[config.mk]
export PLATFORM = sky130hd
export DESIGN_NAME = dmac_write_response_tracker
export DESIGN_NICKNAME = d
export VERILOG_FILES = /design/src/rtl/dmac_write_response_tracker.sv
export SDC_FILE = /design/constraint.sdc
export NUM_CORES = 1
export LEC_CHECK = 0
export CAP_MARGIN = 20
export CORE_ASPECT_RATIO = 1.4
export CORE_MARGIN = 8
export CORE_UTILIZATION = 45
export CTS_CLUSTER_DIAMETER = 150
export DETAILED_ROUTE_END_ITERATION = 12
export SLEW_MARGIN = 30
export SYNTH_ARGS = -nofsm -noshare
export SYNTH_HDL_FRONTEND = slang
export SYNTH_SLANG_ARGS = --single-unit
[constraint.sdc]
create_clock -name clk -period 6.4 [get_ports clk]
set_clock_uncertainty 0.2 [all_clocks]
set_input_delay 0.96 -clock clk [delete_from_list [all_inputs] [get_ports clk]]
set_output_delay 0.96 -clock clk [all_outputs]
set_load 0.01 [all_outputs]
[src/rtl/dmac_write_response_tracker.sv]
// dmac_write_response_tracker
//   Tracks write bursts issued on AW, consumes the AXI B channel in issue order
//   (single AXI ID) and accumulates bytes and response status per DMA channel.
//   When the last burst of a channel's transfer is acknowledged, one
//   completion record is presented on the done_* interface.
//
// Ports
//   clk, rst_n          clock, asynchronous active-low reset
//   issue_*             burst issue entry {channel, bytes, last}, valid/ready
//   m_axi_b*            AXI write response channel
//   done_*              completion record, valid/ready
//   outstanding_count   in-flight burst FIFO occupancy
//   busy                bursts in flight or a completion record pending
module dmac_write_response_tracker #(
  parameter int ADDR_WD         = 32,
  parameter int CHANNEL_COUNT   = 8,
  parameter int MAX_OUTSTANDING = 4,
  localparam int CH_WD  = (CHANNEL_COUNT > 1) ? $clog2(CHANNEL_COUNT) : 1,
  localparam int CNT_WD = $clog2(MAX_OUTSTANDING + 1)
) (
  input  logic               clk,
  input  logic               rst_n,
  input  logic               issue_valid,
  output logic               issue_ready,
  input  logic [CH_WD-1:0]   issue_channel,
  input  logic [ADDR_WD-1:0] issue_bytes,
  input  logic               issue_last,
  input  logic               m_axi_bvalid,
  output logic               m_axi_bready,
  input  logic [1:0]         m_axi_bresp,
  output logic               done_valid,
  input  logic               done_ready,
  output logic [CH_WD-1:0]   done_channel,
  output logic [ADDR_WD-1:0] done_bytes,
  output logic               done_error,
  output logic [1:0]         done_resp,
  output logic [CNT_WD-1:0]  outstanding_count,
  output logic               busy
);

  localparam int PTR_WD = $clog2(MAX_OUTSTANDING);
  localparam logic [CNT_WD-1:0] FULL_CNT = CNT_WD'(MAX_OUTSTANDING);
  localparam logic [CNT_WD-1:0] CNT_ONE  = CNT_WD'(1);
  localparam logic [PTR_WD-1:0] PTR_ONE  = PTR_WD'(1);

  // In-flight burst FIFO
  logic [CH_WD-1:0]   fifo_ch_q    [MAX_OUTSTANDING];
  logic [ADDR_WD-1:0] fifo_bytes_q [MAX_OUTSTANDING];
  logic               fifo_last_q  [MAX_OUTSTANDING];
  logic [PTR_WD-1:0]  wr_ptr_q, rd_ptr_q;
  logic [CNT_WD-1:0]  count_q, count_d;

  // Per-channel accumulators
  logic [ADDR_WD-1:0] acc_q   [CHANNEL_COUNT];
  logic               err_q   [CHANNEL_COUNT];
  logic [1:0]         worst_q [CHANNEL_COUNT];

  // Completion record
  logic               done_valid_q;
  logic [CH_WD-1:0]   done_channel_q;
  logic [ADDR_WD-1:0] done_bytes_q;
  logic               done_error_q;
  logic [1:0]         done_resp_q;

  logic               empty, full, push, pop;
  logic [CH_WD-1:0]   head_ch;
  logic [ADDR_WD-1:0] head_bytes;
  logic               head_last;
  logic [ADDR_WD-1:0] merged_bytes;
  logic               merged_err;
  logic [1:0]         merged_worst;

  assign empty = (count_q == '0);
  assign full  = (count_q == FULL_CNT);

  // issue_ready looks only at registered occupancy, never at a same-cycle pop.
  assign issue_ready = !full;
  // Every pop may produce a record, so all pops stall while one is pending.
  assign m_axi_bready = !empty && (!done_valid_q || done_ready);

  assign push = issue_valid && issue_ready;
  assign pop  = m_axi_bvalid && m_axi_bready;

  assign head_ch    = fifo_ch_q[rd_ptr_q];
  assign head_bytes = fifo_bytes_q[rd_ptr_q];
  assign head_last  = fifo_last_q[rd_ptr_q];

  // bresp[1] marks SLVERR/DECERR; numeric max of those gives the worst one.
  always_comb begin
    merged_bytes = acc_q[head_ch] + head_bytes;
    merged_err   = err_q[head_ch] | m_axi_bresp[1];
    merged_worst = worst_q[head_ch];
    if (m_axi_bresp[1] && (m_axi_bresp > worst_q[head_ch])) begin
      merged_worst = m_axi_bresp;
    end
  end

  always_comb begin
    count_d = count_q;
    unique case ({push, pop})
      2'b10:   count_d = count_q + CNT_ONE;
      2'b01:   count_d = count_q - CNT_ONE;
      default: count_d = count_q;
    endcase
  end

  // FIFO storage carries no reset; occupancy and pointers define validity.
  always_ff @(posedge clk) begin
    if (push) begin
      fifo_ch_q[wr_ptr_q]    <= issue_channel;
      fifo_bytes_q[wr_ptr_q] <= issue_bytes;
      fifo_last_q[wr_ptr_q]  <= issue_last;
    end
  end

  always_ff @(posedge clk or negedge rst_n) begin
    if (!rst_n) begin
      wr_ptr_q <= '0;
      rd_ptr_q <= '0;
      count_q  <= '0;
    end else begin
      if (push) wr_ptr_q <= wr_ptr_q + PTR_ONE;
      if (pop)  rd_ptr_q <= rd_ptr_q + PTR_ONE;
      count_q <= count_d;
    end
  end

  always_ff @(posedge clk or negedge rst_n) begin
    if (!rst_n) begin
      for (int i = 0; i < CHANNEL_COUNT; i++) begin
        acc_q[i]   <= '0;
        err_q[i]   <= 1'b0;
        worst_q[i] <= 2'b00;
      end
    end else if (pop) begin
      if (head_last) begin
        acc_q[head_ch]   <= '0;
        err_q[head_ch]   <= 1'b0;
        worst_q[head_ch] <= 2'b00;
      end else begin
        acc_q[head_ch]   <= merged_bytes;
        err_q[head_ch]   <= merged_err;
        worst_q[head_ch] <= merged_worst;
      end
    end
  end

  // A last pop with a record being consumed reloads in the same edge.
  always_ff @(posedge clk or negedge rst_n) begin
    if (!rst_n) begin
      done_valid_q   <= 1'b0;
      done_channel_q <= '0;
      done_bytes_q   <= '0;
      done_error_q   <= 1'b0;
      done_resp_q    <= 2'b00;
    end else if (pop && head_last) begin
      done_valid_q   <= 1'b1;
      done_channel_q <= head_ch;
      done_bytes_q   <= merged_bytes;
      done_error_q   <= merged_err;
      done_resp_q    <= merged_worst;
    end else if (done_ready) begin
      done_valid_q   <= 1'b0;
    end
  end

  assign done_valid        = done_valid_q;
  assign done_channel      = done_channel_q;
  assign done_bytes        = done_bytes_q;
  assign done_error        = done_error_q;
  assign done_resp         = done_resp_q;
  assign outstanding_count = count_q;
  assign busy              = !empty || done_valid_q;

  a_no_issue_when_full: assert property (
    @(posedge clk) disable iff (!rst_n) issue_valid |-> issue_ready);

  a_no_pop_when_empty: assert property (
    @(posedge clk) disable iff (!rst_n) pop |-> !empty);

  a_done_stable: assert property (
    @(posedge clk) disable iff (!rst_n)
    (done_valid_q && !done_ready) |=>
      (done_valid_q && $stable(done_channel_q) && $stable(done_bytes_q) &&
       $stable(done_error_q) && $stable(done_resp_q)));

endmodule

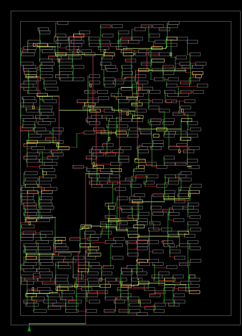
Run 1: clock routing
cts bufs inserted: 46
Clock Buffer Count: 63
total number of clock tree sinks: 470

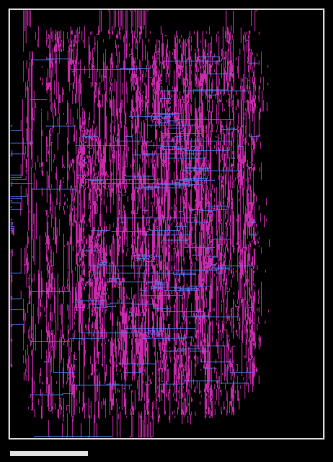
Run 1: routed metal, one colour a layer
Bar = 50 um. Only two layers are drawn.
Key: magenta = metal 2 [wire length 29.2 mm]; blue = metal 3 [wire length 2700 um]
Routed Wire Length: 58700 um
count of vias placed by the detailed router: 14800
final routed wire length divided by cell count: 22.8 um
overall routing resource usage: 21.8%

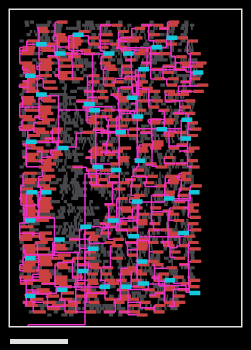
Run 1: routed clock nets over the placement
Bar = 50 um.
Key: red = flip-flops [count 470]; magenta = clock wires [length 5580 um]; cyan = clock drivers [count 46]
There are 47 routed clock nets.

==> PnR_summary.wiki, run 1 <==
== Implementation results ==
{| class="wikitable"
! Metric !! Value
|-
| Ratio of cells with drive above 1 in the final layout || 13.1%
|-
| Setup violations, final || 0
|-
| Most frequent logic cell in the layout || nand2_1
|-
| Cell accounting for the most synthesized area || dfrtp_1
|-
| Worst path arrival time || 5.86 ns
|-
| Number of nets produced by synthesis || 1941
|-
| Buffer and inverter count on the worst path || 1
|-
| Antenna diodes || 0
|-
| Worst reg2reg path depth || 16
|-
| Global placement routability congestion || 0.932
|-
| Maximum number of pins on one net before global-route repair || 138
|-
| Final slew viol count || 0
|-
| DRC || 0
|-
| Post-cts gate resize count || 0
|-
| Floorplan core area || 46800 um^2
|-
| FMAX || 178 MHz
|-
| RSZ-0062 raised after global routing || no
|-
| Per-cell via count in the routed design || 5.74
|-
| Endpoint of the most critical register-to-register path || acc_q[113]$_DFFE_PN0P_
|-
| Placed wire-length estimate || 38900 um
|-
| Critical path's largest stage delay || 0.73 ns
|-
| YS chip area || 21200 um^2
|-
| # hold bufs at CTS || 0
|-
| Number of cells in the finished layout apart from fillers || 2579
|-
| Post-layout instance area || 24300 um^2
|-
| Delay-heaviest family, CP || AND-OR/OR-AND gates
|-
| List of cells traversed by the critical path || mux2i_1, mux2i_4, buf_4, nand2_1, nand3_1, o21ai_0, a221oi_1, ha_1, a21oi_1, nor2_1, o311ai_0, nand3_1, a21oi_1, xnor2_1, nand2_1, o21ai_0
|-
| Instance area after placement || 22800 um^2
|-
| Number of design-rule violations left by the first detailed-router iteration || 1265
|-
| Most frequently used flop master after synthesis || dfrtp_1
|-
| Final Critical Period || 5.61 ns
|-
| Remaining global-route overflow || 0
|-
| Warning count from the yosys run || 0
|-
| Total stage count of the critical path || 16
|-
| Initial antenna violation count || 0
|-
| TritonCTS clock tree || yes
|-
| H-tree Lvls || 2
|-
| Antenna violation net count after detailed routing || 0
|-
| Number of synthesized flops with an enable pin || 144
|-
| Die outline area || 54500 um^2
|-
| Outcome || complete, no violations
|-
| Top-Level Pins || 88
|-
| Number of distinct library cells after synthesis || 71
|-
| Type of the most critical hold path || in2async
|-
| Floorplan Utilization || 45.3%
|-
| Number of cells produced by synthesis || 1857
|-
| Highest fanout seen on the critical path || 21
|-
| Setup WS pre-CTS || 0.794 ns
|-
| Port Buffer Count || 87
|-
| Cell area leaders || dfrtp_1, edfxtp_1, nand2_1
|-
| Most numerous cell in the Yosys netlist || nand2_1
|-
| Seq/Total Area, Yosys || 58.8%
|-
| Worst Path Required || 6.65 ns
|-
| Floorplan die height || 273 um
|-
| Async SR Flop Fraction || 69.4%
|}
[run 1: state kept, by name (all words and copies together), names as in the netlist]
register / cells
acc_q: 256
done_bytes: 32
done_channel: 3
done_error: 1
done_resp: 2
done_valid: 1
err_q: 8
fifo_bytes_q: 128
fifo_ch_q: 12
fifo_last_q: 4
outstanding_count: 3
rd_ptr_q: 2
worst_q: 16
wr_ptr_q: 2
[run 1: cells by family after synthesis]
kind of cell / after synthesis / share of synthesized area, %
muxes: 127 / 9.42
xor gates and xnor gates: 33 / 1.54
and+or+nand+nor: 580 / 11.2
AOI/OAI and AO/OA: 473 / 13.9
adders and majority gates: 41 / 2.49
buffers and inverters: 133 / 2.69
DFF: 470 / 58.8
[run 1: per-stage QoR]
stage / hold slack (ns) / util, %
floorplan: 0.239 / -
global placement: 0.255 / 48.7
detailed placement: 0.258 / 48.7
CTS: 0.176 / 51.9
global route: 0.194 / 52.0
finish: 0.160 / 52.0
[run 1: layer usage]
layer / global-route usage, % / up-vias / share of wire [%]
met5: 0 / - / 0
met4: 7.72 / 0 / 3.3
met3: 3.19 / 94 / 4.6
met2: 36.8 / 426 / 50
met1: 28.2 / 7467 / 42
li1: - / 6828 / -
[run 1: cell type report]
cell class,instances,area [um^2],area share [%]
clock buffers,63,1330,5.46
multi-input cells,1254,8260,34.0
well taps,624,781,3.21
inverters,22,82.6,0.340
repair buffers,128,1210,4.99
clock inverters,18,174,0.715
flip-flops and latches,470,12500,51.3
==> run 1 -> run 2 <==
--- a/config.mk
+++ b/config.mk
@@ -7,7 +7,7 @@
 export LEC_CHECK = 0
 export CAP_MARGIN = 20
 export CORE_ASPECT_RATIO = 1.4
-export CORE_MARGIN = 8
+export CORE_MARGIN = 1.5
 export CORE_UTILIZATION = 45
 export CTS_CLUSTER_DIAMETER = 150
 export DETAILED_ROUTE_END_ITERATION = 12
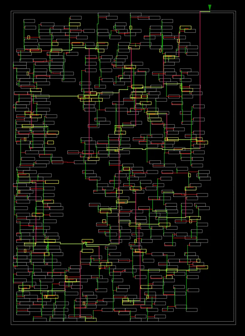
Run 2: clock routing
worst skew pair latency: 0.56 ns
total number of sequential cells: 470

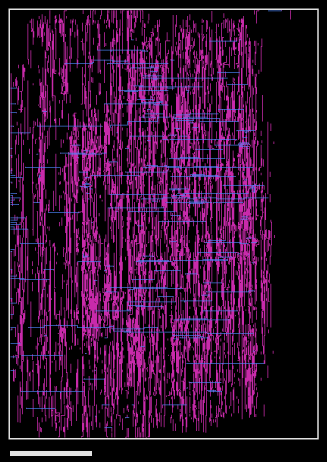
Run 2: routed metal, one colour a layer
Bar = 50 um. Only two layers are drawn.
Key: blue = metal 3 [wire length 2680 um]; magenta = metal 2 [wire length 29.0 mm]

==> run 2 against run 1 <==
  * Hold slack better by 0.028 ns
  * Non-clock buffer count grew 5
  * Routed wire length fell by 0.83%
==> PnR_summary.wiki, run 2 <==
== Implementation results ==
{| class="wikitable"
! Metric !! Value
|-
| Most numerous cell in the Yosys netlist || nand2_1
|-
| Most frequent logic cell in the layout || nand2_1
|-
| Type of the most critical hold path || in2async
|-
| Cell area leaders || dfrtp_1, edfxtp_1, nand2_1
|-
| Floorplan Utilization || 45.3% (unchanged)
|-
| Worst Path Required || 6.69 ns (+0.04 ns)
|-
| TritonCTS clock tree || yes
|-
| Ratio of cells with drive above 1 in the final layout || 13.7% (+0.59 points)
|-
| Total number of clock tree sinks || 470 (unchanged)
|-
| Worst path arrival time || 5.98 ns (+0.12 ns)
|-
| Highest fanout seen on the critical path || 25 (+19%)
|-
| FMAX || 176 MHz (-1.6%)
|-
| Final Critical Period || 5.70 ns (+0.0899 ns)
|-
| Count of vias placed by the detailed router || 14900 (+0.35%)
|-
| Total stage count of the critical path || 15 (-1)
|-
| Overall routing resource usage || 24.4% (+2.6 points)
|-
| Largest register by flop count || acc_q
|-
| Worst reg2reg path depth || 15 (-1)
|-
| Final routed wire length divided by cell count || 22.5 um (-1.2%)
|-
| Number of cells produced by synthesis || 1857 (unchanged)
|-
| # hold bufs at CTS || 0 (unchanged)
|-
| Final slew viol count || 0 (unchanged)
|-
| Floorplan die height || 260 um (-4.8%)
|-
| Endpoint of the most critical register-to-register path || done_bytes[25]$_DFFE_PN0P_
|-
| Floorplan core area || 46800 um^2 (unchanged)
|-
| Number of synthesized flops with an enable pin || 144 (unchanged)
|-
| Number of nets produced by synthesis || 1941 (unchanged)
|-
| Async SR Flop Fraction || 69.4% (unchanged)
|-
| Number of design-rule violations left by the first detailed-router iteration || 1113 (-12%)
|-
| Maximum number of pins on one net before global-route repair || 102 (-26%)
|-
| Setup violations, final || 0 (unchanged)
|-
| Die outline area || 48500 um^2 (-11%)
|-
| Seq/Total Area, Yosys || 58.8% (unchanged)
|-
| H-tree Lvls || 2 (unchanged)
|-
| Warning count from the yosys run || 0 (unchanged)
|-
| Cts bufs inserted || 46 (unchanged)
|-
| Remaining global-route overflow || 0 (unchanged)
|-
| Post-cts gate resize count || 0 (unchanged)
|-
| Placed wire-length estimate || 39000 um (+0.26%)
|-
| Outcome || complete, no violations
|-
| Initial antenna violation count || 0 (unchanged)
|-
| Top-Level Pins || 88 (unchanged)
|}
run 2: cell count changes in the layout (fill, tap and decap cells not counted), moves of 2 or more:
| cell | delta |
|---|---|
| clkbuf_8 | +7 |
| buf_4 | +5 |
| clkinv_1 | -4 |
| clkinv_2 | +2 |
run 2: final cells by class:
type | count | area (um^2)
fillers | 4144 | 22400
flip-flops and latches | 470 | 12500
clock buffers | 72 | 1450
clock inverters | 14 | 128
multi-input cells | 1254 | 8260
inverters | 22 | 82.6
repair buffers | 133 | 1270
well taps | 624 | 781
run 2: cells by family after synthesis:
| group | count (synthesis) | share of synthesized area (%) |
|---|---|---|
| simple gates | 580 | 11.2 |
| compound gates | 473 | 13.9 |
| flops | 470 | 58.8 |
| buf+inv | 133 | 2.69 |
| mux | 127 | 9.42 |
| fa+ha+maj | 41 | 2.49 |
| xor+xnor | 33 | 1.54 |
run 2: through the flow:
step                      setup WS, ns  util [%]  area (um^2)  instances
after detailed placement         0.736      48.8        22800       2502
after global routing             0.362      52.2        24500       2589
after floorplan                   1.68         -        21200       1857
after CTS                        0.695      52.2        24400       2588
after global placement           0.857      48.8        22800       2502
final                            0.705      52.2        24500       2589
run 2: layer usage:
layer / up-vias / track usage (%) / wire [um]
met4: 0 / 8.06 / 1940
met5: - / 0 / 0
met1: 7482 / 31.3 / 24500
met2: 414 / 42.9 / 29000
li1: 6853 / - / -
met3: 118 / 2.98 / 2670
==> run 2 -> run 3 <==
--- a/config.mk
+++ b/config.mk
@@ -6,7 +6,7 @@
 export NUM_CORES = 1
 export LEC_CHECK = 0
 export CAP_MARGIN = 20
-export CORE_ASPECT_RATIO = 1.4
+export CORE_ASPECT_RATIO = 2
 export CORE_MARGIN = 1.5
 export CORE_UTILIZATION = 45
 export CTS_CLUSTER_DIAMETER = 150
@@ -15,3 +15,4 @@
 export SYNTH_ARGS = -nofsm -noshare
 export SYNTH_HDL_FRONTEND = slang
 export SYNTH_SLANG_ARGS = --single-unit
+export TNS_END_PERCENT = 100
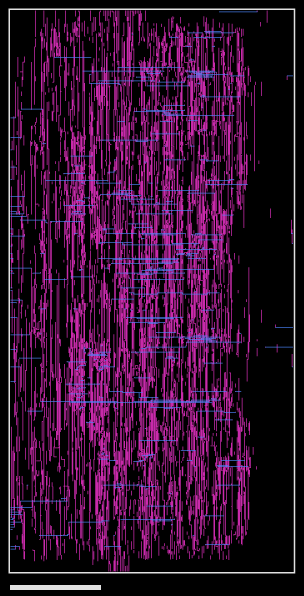
Run 3: routed metal, one colour a layer
Bar = 50 um. Only two layers are drawn.
Key: blue = metal 3 [wire length 2800 um]; magenta = metal 2 [wire length 31.4 mm]

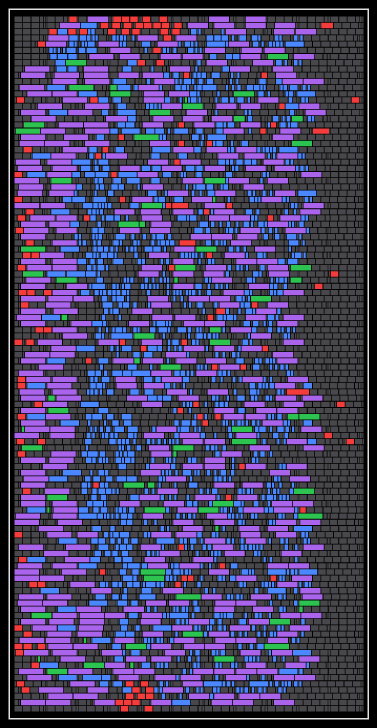
Run 3: placed cells, one colour a class
Fill, decap, tap and diode cells in grey.
Key: red = other buffers and delay cells [cells 138]; green = clock drivers and dummy loads [cells 72]; purple = flops [cells 470]; blue = combinational and other logic [cells 1276]
share of the core filled with cells in the final layout: 52.3%
flip-flop and latch share of the layout cell area: 51.2%

==> run 3 against run 2 <==
  * Global-route usage is 1.3 points higher
  * Synthesized cell count did not move
  * Sequential share of layout area rose by 0.099 points
  * Synthesized area unchanged
  * Hold slack better by 0.023 ns
  * Cell area down 0.19%
  * Critical path depth up 2
  * Maximum frequency is 2.2% higher
  * Non-clock buffer count increased by 5
  * Utilization rose by 0.061 points
  * Largest cell class unchanged
==> PnR_summary.wiki, run 3 <==
== Implementation results ==
{| class="wikitable"
! Metric !! Value
|-
| YS chip area || 21200 um^2
|-
| Largest register by flop count || acc_q
|-
| Maximum number of pins on one net before global-route repair || 168 (+65%)
|-
| CP startpoint || rd_ptr_q[0]$_DFFE_PN0P_
|-
| TritonCTS clock tree || yes
|-
| Floorplan core area || 46700 um^2 (-0.31%)
|-
| Final Critical Period || 5.58 ns (-0.120 ns)
|-
| Highest fanout seen on the critical path || 16 (-36%)
|-
| Count of TritonRoute iterations in the first routing pass || 5
|-
| Cell area leaders || dfrtp_1, edfxtp_1, nand2_1
|-
| Worst skew pair latency || 0.55 ns (about the same)
|-
| Final Hold Viols || 0
|-
| Transition at the pin with the smallest max-transition slack || 0.878 ns
|-
| Net count of the finished layout || 2011
|-
| Final routed wire length divided by cell count || 23.5 um (+4.5%)
|-
| Leading post-synthesis cells by instance count || nand2_1, dfrtp_1, o21ai_0, edfxtp_1, nor2_1
|-
| Mean instance size in the synthesized netlist || 11.4 um^2
|-
| Outcome || complete, no violations
|-
| Remaining global-route overflow || 0 (unchanged)
|-
| RSZ-0062 raised after global routing || no
|-
| Placed wire-length estimate || 41400 um (+6.1%)
|-
| Count of vias placed by the detailed router || 15100 (+1.3%)
|-
| Kind of critical path || reg2reg
|-
| Worst reg2reg setup slack || 0.82 ns
|-
| Ratio of cells with drive above 1 in the final layout || 13.7% (-0.039 points)
|-
| Cts bufs inserted || 41 (-11%)
|-
| Cell accounting for the most synthesized area || dfrtp_1
|-
| Overall routing resource usage || 25.7% (+1.3 points)
|-
| H-tree Lvls || 2 (unchanged)
|-
| # hold bufs at CTS || 0 (unchanged)
|-
| Number of design-rule violations left by the first detailed-router iteration || 1141 (+2.5%)
|-
| Total number of clock tree sinks || 470 (unchanged)
|-
| Type of the most critical hold path || in2async
|-
| Worst Path Required || 6.69 ns (about the same)
|-
| Deepest clock path buffer count || 3
|-
| Worst reg2reg path depth || 17 (+2)
|-
| Placed Cells incl. Taps || 2510 (+0.32%)
|-
| Warning count from the yosys run || 0 (unchanged)
|-
| Seq/Total Area, Yosys || 58.8% (unchanged)
|-
| Number of nets produced by synthesis || 1941 (unchanged)
|-
| Area Overhead vs Synth || 15.0%
|-
| Floorplan row count || 112
|-
| Antenna violation net count after detailed routing || 0
|-
| Clock slew at the register clock pins of the worst setup and hold paths || 0.07 ns
|-
| Top-Level Pins || 88 (unchanged)
|-
| Flip-flop count of the largest register after layout || 256
|-
| Number of distinct library cells after synthesis || 71
|-
| Worst path arrival time || 5.87 ns (-0.11 ns)
|-
| Floorplan die height || 310 um (+19%)
|-
| Floorplan Utilization || 45.5% (+0.14 points)
|-
| Most numerous cell in the Yosys netlist || nand2_1
|-
| Nature of the critical path endpoint || flip-flop
|-
| FMAX || 179 MHz (+2.2%)
|-
| Number of synthesized flops with an enable pin || 144 (unchanged)
|-
| Async SR Flop Fraction || 69.4% (unchanged)
|-
| CTS Root Buffer Type || clkbuf_16
|-
| Per-cell via count in the routed design || 5.83
|-
| Setup repair bufs after CTS || 0
|-
| Post-Syn Area || 21200 um^2
|-
| Setup violations, final || 0 (unchanged)
|-
| Global placement routability congestion || 0.947
|-
| Log Warnings || 32
|-
| DRC || 0
|-
| Wire length of the first global-routing pass || 92800 um
|-
| Most frequent logic cells in the routed design || nand2_1, dfrtp_1, o21ai_0
|-
| Top cell area share || 38.4%
|-
| Die span in x || 157 um
|-
| Max_slew headroom || 41.3%
|-
| Initial antenna violation count || 0 (unchanged)
|-
| # Cells Yosys || 1857
|-
| Worst Setup Start Kind || flip-flop
|-
| Worst flop-to-flop path startpoint || rd_ptr_q[0]$_DFFE_PN0P_
|-
| Post-cts gate resize count || 0 (unchanged)
|-
| Endpoint of the most critical register-to-register path || acc_q[29]$_DFFE_PN0P_
|-
| Antenna diodes || 0
|-
| Number of cells produced by synthesis || 1857 (unchanged)
|-
| Number of cells in the finished layout apart from fillers || 2583 (-0.23%)
|-
| Most frequent logic cell in the layout || nand2_1
|-
| Die outline area || 48500 um^2 (+0.12%)
|-
| Final slew viol count || 0 (unchanged)
|-
| MaxCap Viol Count || 0
|-
| Routed Wire Length || 60700 um
|-
| Final period util || 87.1%
|}
[run 3: cell type report]
class,count,area (um^2)
repair buffers,138,1320
fillers,4119,22300
clock buffers,49,1110
inverters,22,82.6
flip-flops and latches,470,12500
clock inverters,23,355
well taps,627,785
multi-input cells,1254,8270
[run 3: cells by family (layout without fill, tap and decap cells)]
group	after synthesis	after routing	synth area share, %
AND/OR/NAND/NOR	580	580	11.2
AND-OR/OR-AND	473	473	13.9
flip-flops	470	470	58.8
buffers and inverters	133	232	2.69
multiplexers	127	127	9.42
adder cells (fa/ha/maj)	41	41	2.49
XOR/XNOR	33	33	1.54
[run 3: worst max-delay path: stages (launching register included)]
cell and delay, ns:
dfrtp_2 0.48, mux2i_1 0.20, mux2i_4 0.46, buf_4 0.35
buf_4 0.26, nor2_1 0.06, nor2_1 0.12, o22ai_1 0.10
a221oi_1 0.42, ha_1 0.42, a21oi_1 0.18, nor2_1 0.07
o311ai_0 0.46, a31oi_1 0.21, o21ai_0 0.56, a21boi_1 0.20
nor3_2 0.48, mux2_2 0.26
[run 3: per-layer routing]
metal	global-route usage [%]	share of wire, %
met5	0	0
met4	14.3	5.8
met3	2.42	4.6
met2	45.8	52
met1	30.2	38
[run 3: stage by stage]
stage	setup WS (ns)	hold WS (ns)	instance area (um^2)
global placement	1.07	0.253	22900
global route	0.581	0.295	24400
finish	0.825	0.211	24400
floorplan	1.68	0.239	21200
CTS	0.866	0.272	24400
detailed placement	0.896	0.266	22900
